--- config.mk ---
export PLATFORM = sky130hd
export DESIGN_NAME = encrypt_frame_sched_flat
export DESIGN_NICKNAME = d
export VERILOG_FILES = /design/src/rtl/encrypt_frame_sched_if.sv /design/src/rtl/encrypt_frame_sched.sv /design/src/flat_wrapper.sv
export SDC_FILE = /design/constraint.sdc
export NUM_CORES = 1
export LEC_CHECK = 0
export CAP_MARGIN = 20
export CORE_MARGIN = 10
export CORE_UTILIZATION = 40
export DETAILED_ROUTE_END_ITERATION = 10
export HOLD_SLACK_MARGIN = 0.08
export PLACE_DENSITY = 0.66
export SYNTH_ARGS = -nofsm -noshare
export SYNTH_HDL_FRONTEND = slang
export SYNTH_SLANG_ARGS = --single-unit
--- constraint.sdc ---
create_clock -name i_clk -period 3.4 [get_ports i_clk]
set_clock_uncertainty 0.15 [all_clocks]
set_input_delay 0.51 -clock i_clk [delete_from_list [all_inputs] [get_ports i_clk]]
set_output_delay 0.51 -clock i_clk [all_outputs]
set_load 0.02 [all_outputs]
--- src/rtl/encrypt_frame_sched_if.sv ---
// Signal bundle between the two payload sources, the frame scheduler and the
// downstream serial encryptor. The scheduler uses the slave modport; whatever
// drives requests/payload and observes the encryptor side uses master.
interface encrypt_frame_sched_if #(
    parameter int LEN_W = 8
);
    logic [1:0]       i_req;
    logic [LEN_W-1:0] i_len0;
    logic [LEN_W-1:0] i_len1;
    logic             i_data0;
    logic             i_data1;
    logic [1:0]       o_gnt;
    logic [1:0]       o_data_rd;
    logic             o_enc_clr;
    logic             o_enc_data;
    logic             o_enc_vld;
    logic             o_busy;

    modport master (
        output i_req, i_len0, i_len1, i_data0, i_data1,
        input  o_gnt, o_data_rd, o_enc_clr, o_enc_data, o_enc_vld, o_busy
    );

    modport slave (
        input  i_req, i_len0, i_len1, i_data0, i_data1,
        output o_gnt, o_data_rd, o_enc_clr, o_enc_data, o_enc_vld, o_busy
    );
endinterface

--- src/rtl/encrypt_frame_sched.sv ---
// Frame scheduler sharing one serial encryptor between two payload sources.
// Round-robin arbitration, a one-cycle encryptor clear at frame start, then a
// fixed sync word followed by the granted source's payload bits.
// Optional feature: define ENC_FRAME_PARITY_EN to append an even-parity bit
// (PAR state) after the payload.
module encrypt_frame_sched #(
    parameter int                LEN_W     = 8,
    parameter int                SYNC_W    = 8,
    parameter logic [SYNC_W-1:0] SYNC_WORD = 8'hA5,
    parameter int                GAP_CYC   = 2
) (
    input  logic                 i_clk,
    input  logic                 i_rst,
    encrypt_frame_sched_if.slave bus
);
    localparam int SIDX_W = (SYNC_W > 1) ? $clog2(SYNC_W) : 1;
    localparam int CNT_W  = (LEN_W > SIDX_W) ? LEN_W : SIDX_W;

    typedef enum logic [2:0] {
        S_IDLE, S_ARB, S_SYNC, S_PAY, S_PAR, S_GAP
    } state_t;

`ifdef ENC_FRAME_PARITY_EN
    localparam state_t S_POST_PAY = S_PAR;
`else
    localparam state_t S_POST_PAY = S_GAP;
`endif

    state_t           r_state, w_state_nxt;
    logic [CNT_W-1:0] r_cnt, w_cnt_nxt;
    logic [LEN_W-1:0] r_len;
    logic             r_sel, w_sel_nxt;
    logic             r_last;
    logic             w_win;
    logic             w_cnt_zero;
    logic             w_pay_bit;
    logic [1:0]       w_sel_oh;

    logic [1:0]       r_gnt, w_gnt_nxt;
    logic [1:0]       r_data_rd, w_rd_nxt;
    logic             r_enc_clr, w_clr_nxt;
    logic             r_enc_data, w_dat_nxt;
    logic             r_enc_vld, w_vld_nxt;
    logic             r_busy, w_busy_nxt;

`ifdef ENC_FRAME_PARITY_EN
    logic             r_par;
    logic             w_par_fin;
    // Final parity must include the bit being consumed in the last PAY cycle.
    assign w_par_fin = (r_state == S_PAY) ? (r_par ^ w_pay_bit) : r_par;
`endif

    assign w_cnt_zero = (r_cnt == '0);
    assign w_pay_bit  = r_sel ? bus.i_data1 : bus.i_data0;
    assign w_sel_oh   = w_sel_nxt ? 2'b10 : 2'b01;

    // Round-robin pick: a lone request wins, a tie goes to the source not granted last.
    always_comb begin
        w_win = 1'b0;
        case (bus.i_req)
            2'b10:   w_win = 1'b1;
            2'b11:   w_win = ~r_last;
            default: w_win = 1'b0;
        endcase
    end

    // Next-state, bit counter and next-output decode.
    always_comb begin
        // NOTE: every signal gets a default first so no path can infer a latch.
        w_state_nxt = r_state;
        w_sel_nxt   = r_sel;
        case (r_state)
            S_IDLE: if (|bus.i_req) begin
                w_state_nxt = S_ARB;
                w_sel_nxt   = w_win;
            end
            S_ARB:  w_state_nxt = S_SYNC;
            S_SYNC: if (w_cnt_zero) w_state_nxt = (r_len == '0) ? S_POST_PAY : S_PAY;
            S_PAY:  if (w_cnt_zero) w_state_nxt = S_POST_PAY;
`ifdef ENC_FRAME_PARITY_EN
            S_PAR:  w_state_nxt = S_GAP;
`endif
            S_GAP:  if (w_cnt_zero) w_state_nxt = S_IDLE;
            default: w_state_nxt = S_IDLE;
        endcase

        // Count down, reload on every state entry, hold at zero (never wraps).
        if (w_state_nxt != r_state) begin
            case (w_state_nxt)
                S_SYNC:  w_cnt_nxt = CNT_W'(SYNC_W - 1);
                S_PAY:   w_cnt_nxt = CNT_W'(r_len) - CNT_W'(1);
                S_GAP:   w_cnt_nxt = CNT_W'(GAP_CYC - 1);
                default: w_cnt_nxt = '0;
            endcase
        end else begin
            w_cnt_nxt = w_cnt_zero ? r_cnt : r_cnt - CNT_W'(1);
        end

        // NOTE: outputs are decoded from the next state and registered, so
        // o_enc_clr/o_gnt come straight off flops and cannot glitch.
        w_gnt_nxt  = 2'b00;
        w_rd_nxt   = 2'b00;
        w_clr_nxt  = 1'b0;
        w_dat_nxt  = 1'b0;
        w_vld_nxt  = 1'b0;
        w_busy_nxt = (w_state_nxt != S_IDLE);
        case (w_state_nxt)
            S_ARB: begin
                w_gnt_nxt = w_sel_oh;
                w_clr_nxt = 1'b1;
            end
            S_SYNC: begin
                w_gnt_nxt = w_sel_oh;
                w_vld_nxt = 1'b1;
                w_dat_nxt = SYNC_WORD[w_cnt_nxt[SIDX_W-1:0]];
            end
            S_PAY: begin
                w_gnt_nxt = w_sel_oh;
                w_rd_nxt  = w_sel_oh;
                w_vld_nxt = 1'b1;
            end
`ifdef ENC_FRAME_PARITY_EN
            S_PAR: begin
                w_gnt_nxt = w_sel_oh;
                w_vld_nxt = 1'b1;
                w_dat_nxt = w_par_fin;
            end
`endif
            default: ;
        endcase
    end

    // State register.
    always_ff @(posedge i_clk or posedge i_rst) begin
        if (i_rst) r_state <= S_IDLE;
        else       r_state <= w_state_nxt;
    end

    // Datapath: counter, sampled length, grant select, round-robin pointer, outputs.
    always_ff @(posedge i_clk or posedge i_rst) begin
        // NOTE: sequential state uses non-blocking assignments only.
        if (i_rst) begin
            r_cnt      <= '0;
            r_len      <= '0;
            r_sel      <= 1'b0;
            r_last     <= 1'b1;
            r_gnt      <= 2'b00;
            r_data_rd  <= 2'b00;
            r_enc_clr  <= 1'b0;
            r_enc_data <= 1'b0;
            r_enc_vld  <= 1'b0;
            r_busy     <= 1'b0;
        end else begin
            r_cnt      <= w_cnt_nxt;
            r_sel      <= w_sel_nxt;
            if (r_state == S_IDLE && (|bus.i_req)) begin
                r_len  <= w_win ? bus.i_len1 : bus.i_len0;
                r_last <= w_win;
            end
            r_gnt      <= w_gnt_nxt;
            r_data_rd  <= w_rd_nxt;
            r_enc_clr  <= w_clr_nxt;
            r_enc_data <= w_dat_nxt;
            r_enc_vld  <= w_vld_nxt;
            r_busy     <= w_busy_nxt;
        end
    end

`ifdef ENC_FRAME_PARITY_EN
    // Running XOR of payload bits, cleared at every frame start.
    always_ff @(posedge i_clk or posedge i_rst) begin
        if (i_rst)                  r_par <= 1'b0;
        else if (r_state == S_ARB)  r_par <= 1'b0;
        else if (r_state == S_PAY)  r_par <= r_par ^ w_pay_bit;
    end
`endif

    // Payload bits pass combinationally to the encryptor; everything else is a flop.
    assign bus.o_enc_data = (r_state == S_PAY) ? w_pay_bit : r_enc_data;
    assign bus.o_gnt      = r_gnt;
    assign bus.o_data_rd  = r_data_rd;
    assign bus.o_enc_clr  = r_enc_clr;
    assign bus.o_enc_vld  = r_enc_vld;
    assign bus.o_busy     = r_busy;
endmodule
--- src/flat_wrapper.sv ---
// flat-port wrapper written by rule: the top's interface ports become plain ports
module encrypt_frame_sched_flat 
#(
    parameter int                LEN_W     = 8,
    parameter int                SYNC_W    = 8,
    parameter logic [SYNC_W-1:0] SYNC_WORD = 8'hA5,
    parameter int                GAP_CYC   = 2
)
  (i_clk, i_rst, bus_i_req, bus_i_len0, bus_i_len1, bus_i_data0, bus_i_data1, bus_o_gnt, bus_o_data_rd, bus_o_enc_clr, bus_o_enc_data, bus_o_enc_vld, bus_o_busy);
  encrypt_frame_sched_if #(.LEN_W(LEN_W)) bus_i ();
  input  logic i_clk;
  input  logic i_rst;
  input wire logic [$bits(bus_i.i_req)-1:0] bus_i_req;
  input wire logic [$bits(bus_i.i_len0)-1:0] bus_i_len0;
  input wire logic [$bits(bus_i.i_len1)-1:0] bus_i_len1;
  input wire logic [$bits(bus_i.i_data0)-1:0] bus_i_data0;
  input wire logic [$bits(bus_i.i_data1)-1:0] bus_i_data1;
  output wire logic [$bits(bus_i.o_gnt)-1:0] bus_o_gnt;
  output wire logic [$bits(bus_i.o_data_rd)-1:0] bus_o_data_rd;
  output wire logic [$bits(bus_i.o_enc_clr)-1:0] bus_o_enc_clr;
  output wire logic [$bits(bus_i.o_enc_data)-1:0] bus_o_enc_data;
  output wire logic [$bits(bus_i.o_enc_vld)-1:0] bus_o_enc_vld;
  output wire logic [$bits(bus_i.o_busy)-1:0] bus_o_busy;
  assign bus_i.i_req = bus_i_req;
  assign bus_i.i_len0 = bus_i_len0;
  assign bus_i.i_len1 = bus_i_len1;
  assign bus_i.i_data0 = bus_i_data0;
  assign bus_i.i_data1 = bus_i_data1;
  assign bus_o_gnt = bus_i.o_gnt;
  assign bus_o_data_rd = bus_i.o_data_rd;
  assign bus_o_enc_clr = bus_i.o_enc_clr;
  assign bus_o_enc_data = bus_i.o_enc_data;
  assign bus_o_enc_vld = bus_i.o_enc_vld;
  assign bus_o_busy = bus_i.o_busy;
  encrypt_frame_sched #(.LEN_W(LEN_W), .SYNC_W(SYNC_W), .SYNC_WORD(SYNC_WORD), .GAP_CYC(GAP_CYC)) u_core (.i_clk(i_clk), .i_rst(i_rst), .bus(bus_i));
endmodule
==> qor.csv, run 1 <==
metric,value,unit
status,finished clean,
seqCellArea,726.9,um^2
powerSeq,688,uW
wl_met1,1567,um
drt_wl_total,3551,um
rows,23,
final_cells,254,
worst_pin_slew,439.1,ps
ctsRootBufferMaster,clkbuf_8,
top_area_share,43.21,%
avgSynthCellArea,9.428,um^2
wl_met2,1779,um
top_usage_layer,met2,
layout_top_cells,"clkdlybuf4s50_1 (29), dfrtp_1 (28), nor2_1 (19)",
final_hold_viol_count,0,
numCtsBuffers,5,
crit_type,reg -> out,
warning_count,27,
cp_top_family,buffers and inverters,
cts_resized,0,
ff2ff_path_depth,7,
r2r_setup_slack,1060,ps
nFillCells,368,
max-clock-path-buffers,2,
sh_comb_area,39.68,%
wl_met3,126,um
design_area,0.002049,mm^2
antenna_found_initial,0,
p_leak,0.0008271,uW
clkPwrFrac,14.5,%
drtIter0Drc,112,
rsz0062_at_grt,false,
ys_warn_count,0,
lay_top_count,clkdlybuf4s50_1,
syn_area,0.001622,mm^2
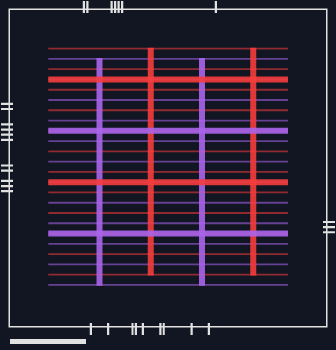
(run_1/power_grid.png)
Scale bar: 20 um. Pins as bars on the die edge.
- VSS: purple
- VDD: red
- met4 straps: 4
- signal pins: 30
- met5 straps: 4
- rows: 23
Core Box Area: 0.003971 mm^2
Die W: 83.67 um

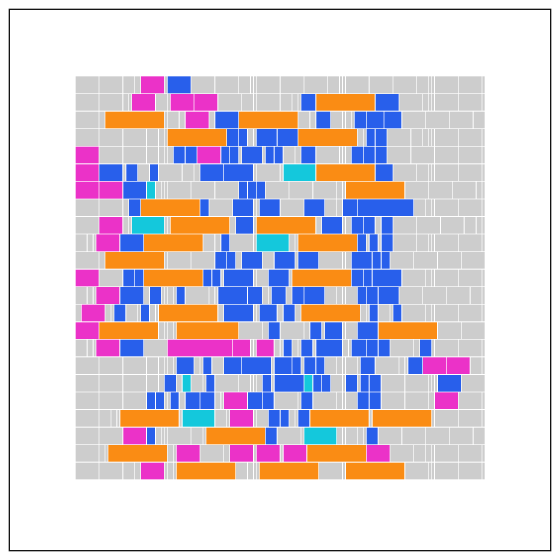
(run_1/placement_by_type.png)
Fill, decap, tap and diode cells in gray.
- remaining buffers and delay cells: magenta (cells 32; share of their area 17%)
- combinational and other logic: blue (cells 135; share of their area 43%)
- sequential cells: orange (cells 29; share of their area 37%)
- clock drivers and dummy loads: cyan (cells 8; share of their area 4.0%)

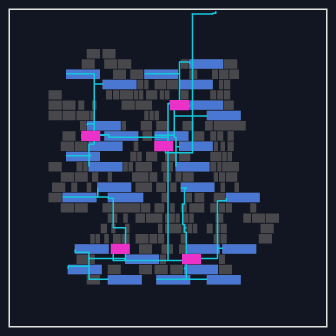
(run_1/clk_routes.png)
- clock wires: cyan (length 390 um)
- flip-flops: blue (count 29)
- clock drivers: magenta (count 5)
- routed clock nets: 6

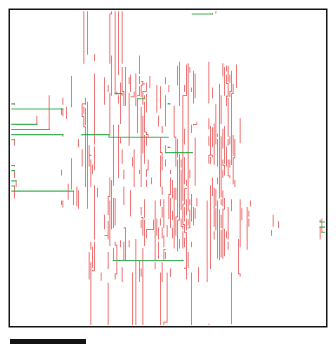
(run_1/wires.png)
Scale bar: 20 um. Only two layers are drawn.
- metal 3: green (wire length 126 um)
- metal 2: red (wire length 1780 um)

==> run_1/clocks.png <==
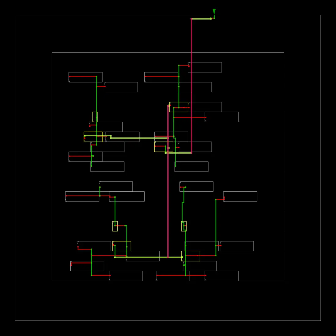

==> run 2, diff against run 1 <==
==> constraint.sdc (replaced) <==
create_clock -name i_clk -period 2.8 [get_ports i_clk]
set_clock_uncertainty 0.15 [all_clocks]
set_input_delay 0.42 -clock i_clk [delete_from_list [all_inputs] [get_ports i_clk]]
set_output_delay 0.42 -clock i_clk [all_outputs]
set_load 0.02 [all_outputs]
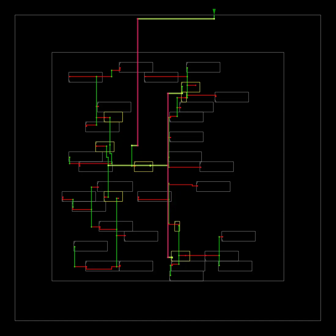
(run_2/clocks.png)
CTS Sinks: 29
clock group power: 351 uW
CTS Buf Count: 5
clk latency late pin: 280 ps

==> run 2 against run 1 <==
Against the previous run: die area unchanged; sequential share of layout area increased by 0.13 points; cell count unchanged; wire length grew 1.5%; global-route usage shrank 0.10 points; via count increased by 1.2%; power grew 24%; critical path type unchanged; largest power group unchanged; highest routed layer unchanged.
==> qor.csv, run 2 <==
metric,value,unit,change
top_usage_layer,met2,,
start_kind,flop,,
ys_warn_count,0,,unchanged
lay_top_count,clkdlybuf4s50_1,,
wl_met1,1513,um,-3.4%
antenna_found_initial,0,,unchanged
critPathSlowestCell,clkdlybuf4s50_1,,
ff2ff_path_depth,7,,unchanged
wl_met2,1788,um,+0.51%
drtIter0Drc,135,,+21%
rsz0062_at_grt,false,,
cp_top_family,buffers and inverters,,
r2r_setup_slack,520,ps,-540 ps
powerSeq,836,uW,+22%
drv_slew,0,,
status,finished clean,,
clock.fmax,384.5,MHz,
final_cells,254,,unchanged
clock_buffer_count,8,,
hpwl,2799,um,
maxCapViolations,0,,
chip_area,0.007001,mm^2,
p_leak,0.0008274,uW,about the same
seqCellArea,726.9,um^2,unchanged
rows,23,,unchanged
avgSynthCellArea,9.428,um^2,unchanged
die_width,83.67,um,unchanged
top_area_share,43.21,%,unchanged
drt_wl_total,3603,um,+1.5%
max-clock-path-buffers,2,,unchanged
clkPwrFrac,15.6,%,+1.1 points
grtUsageMet3,3.027,%,
layout_top_cells,"clkdlybuf4s50_1 (29), dfrtp_1 (28), nor2_1 (19)",,
worst_pin_slew,423.2,ps,-15.88 ps
syn_area,0.001622,mm^2,unchanged
design_area,0.002042,mm^2,-0.37%
warning_count,27,,unchanged
min_to,u_core.r_last$_DFFE_PP1P_,,
setup_ws,199.3,ps,
nFillCells,384,,+4.3%
wl_met3,222,um,+76%
cts_resized,0,,unchanged
sh_comb_area,39.95,%,+0.27 points
==> run_2/clk_routes.png <==
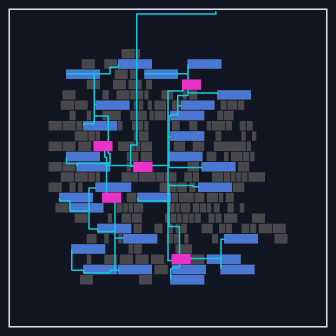

==> run 3, diff against run 2 <==
--- a/config.mk
+++ b/config.mk
@@ -11,6 +11,7 @@
 export DETAILED_ROUTE_END_ITERATION = 10
 export HOLD_SLACK_MARGIN = 0.08
 export PLACE_DENSITY = 0.66
+export REMOVE_ABC_BUFFERS = 1
 export SYNTH_ARGS = -nofsm -noshare
 export SYNTH_HDL_FRONTEND = slang
 export SYNTH_SLANG_ARGS = --single-unit
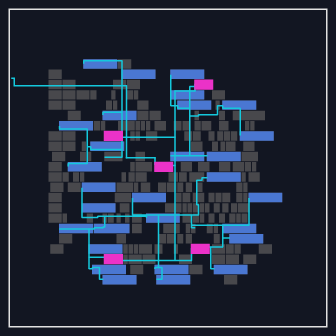
(run_3/clk_routes.png)
- clock drivers: magenta (count 5)
- flip-flops: blue (count 29)
- clock wires: cyan (length 478 um)
- routed clock nets: 6
clk latency late pin: 290 ps
clock group power: 367 uW
clock group share of total power: 16.1%

==> run 3 against run 2 <==
Against the previous run: register-to-register slack barely moved; cell area fell by 0.12%; power rose by 1.5%; synthesized cell count did not move; via count rose by 1.3%; combinational power barely moved; clock power rose by 5%; global-route usage rose by 0.55 points; first-iteration DRC count rose by 41%; synthesized area did not move; critical endpoint unchanged; largest cell class unchanged; largest power group unchanged.
==> qor.csv, run 3 <==
metric,value,unit,change
syn_area,0.001622,mm^2,unchanged
design_area,0.002039,mm^2,-0.12%
numCtsBuffers,5,,unchanged
sh_comb_area,39.88,%,-0.074 points
hpwl,2924,um,+4.5%
drt_wl_total,3806,um,+5.6%
max-clock-path-buffers,2,,unchanged
r2r_setup_slack,510,ps,about the same
top_area_share,43.21,%,unchanged
top_usage_layer,met2,,
cp_top_family,buffers and inverters,,
p_leak,0.0008258,uW,-0.20%
powerSeq,836,uW,about the same
status,finished clean,,
avgSynthCellArea,9.428,um^2,unchanged
wl_met3,217,um,-2.3%
drv_slew,0,,unchanged
wl_met2,1832,um,+2.5%
rows,23,,unchanged
chip_area,0.007001,mm^2,unchanged
grtUsageMet3,4.004,%,+0.98 points
start_kind,flop,,
setup_ws,132.2,ps,-67.11 ps
worst_pin_slew,532.7,ps,+109.5 ps
clock.fmax,374.8,MHz,-2.5%
antenna_found_initial,0,,unchanged
nFillCells,373,,-2.9%
seqCellArea,726.9,um^2,unchanged
ys_warn_count,0,,unchanged
layout_top_cells,"clkdlybuf4s50_1 (29), dfrtp_1 (28), nor2_1 (19)",,
drtIter0Drc,191,,+41%
warning_count,26,,-3.7%
cts_resized,0,,unchanged
Power is estimated from default activity; no workload was simulated.
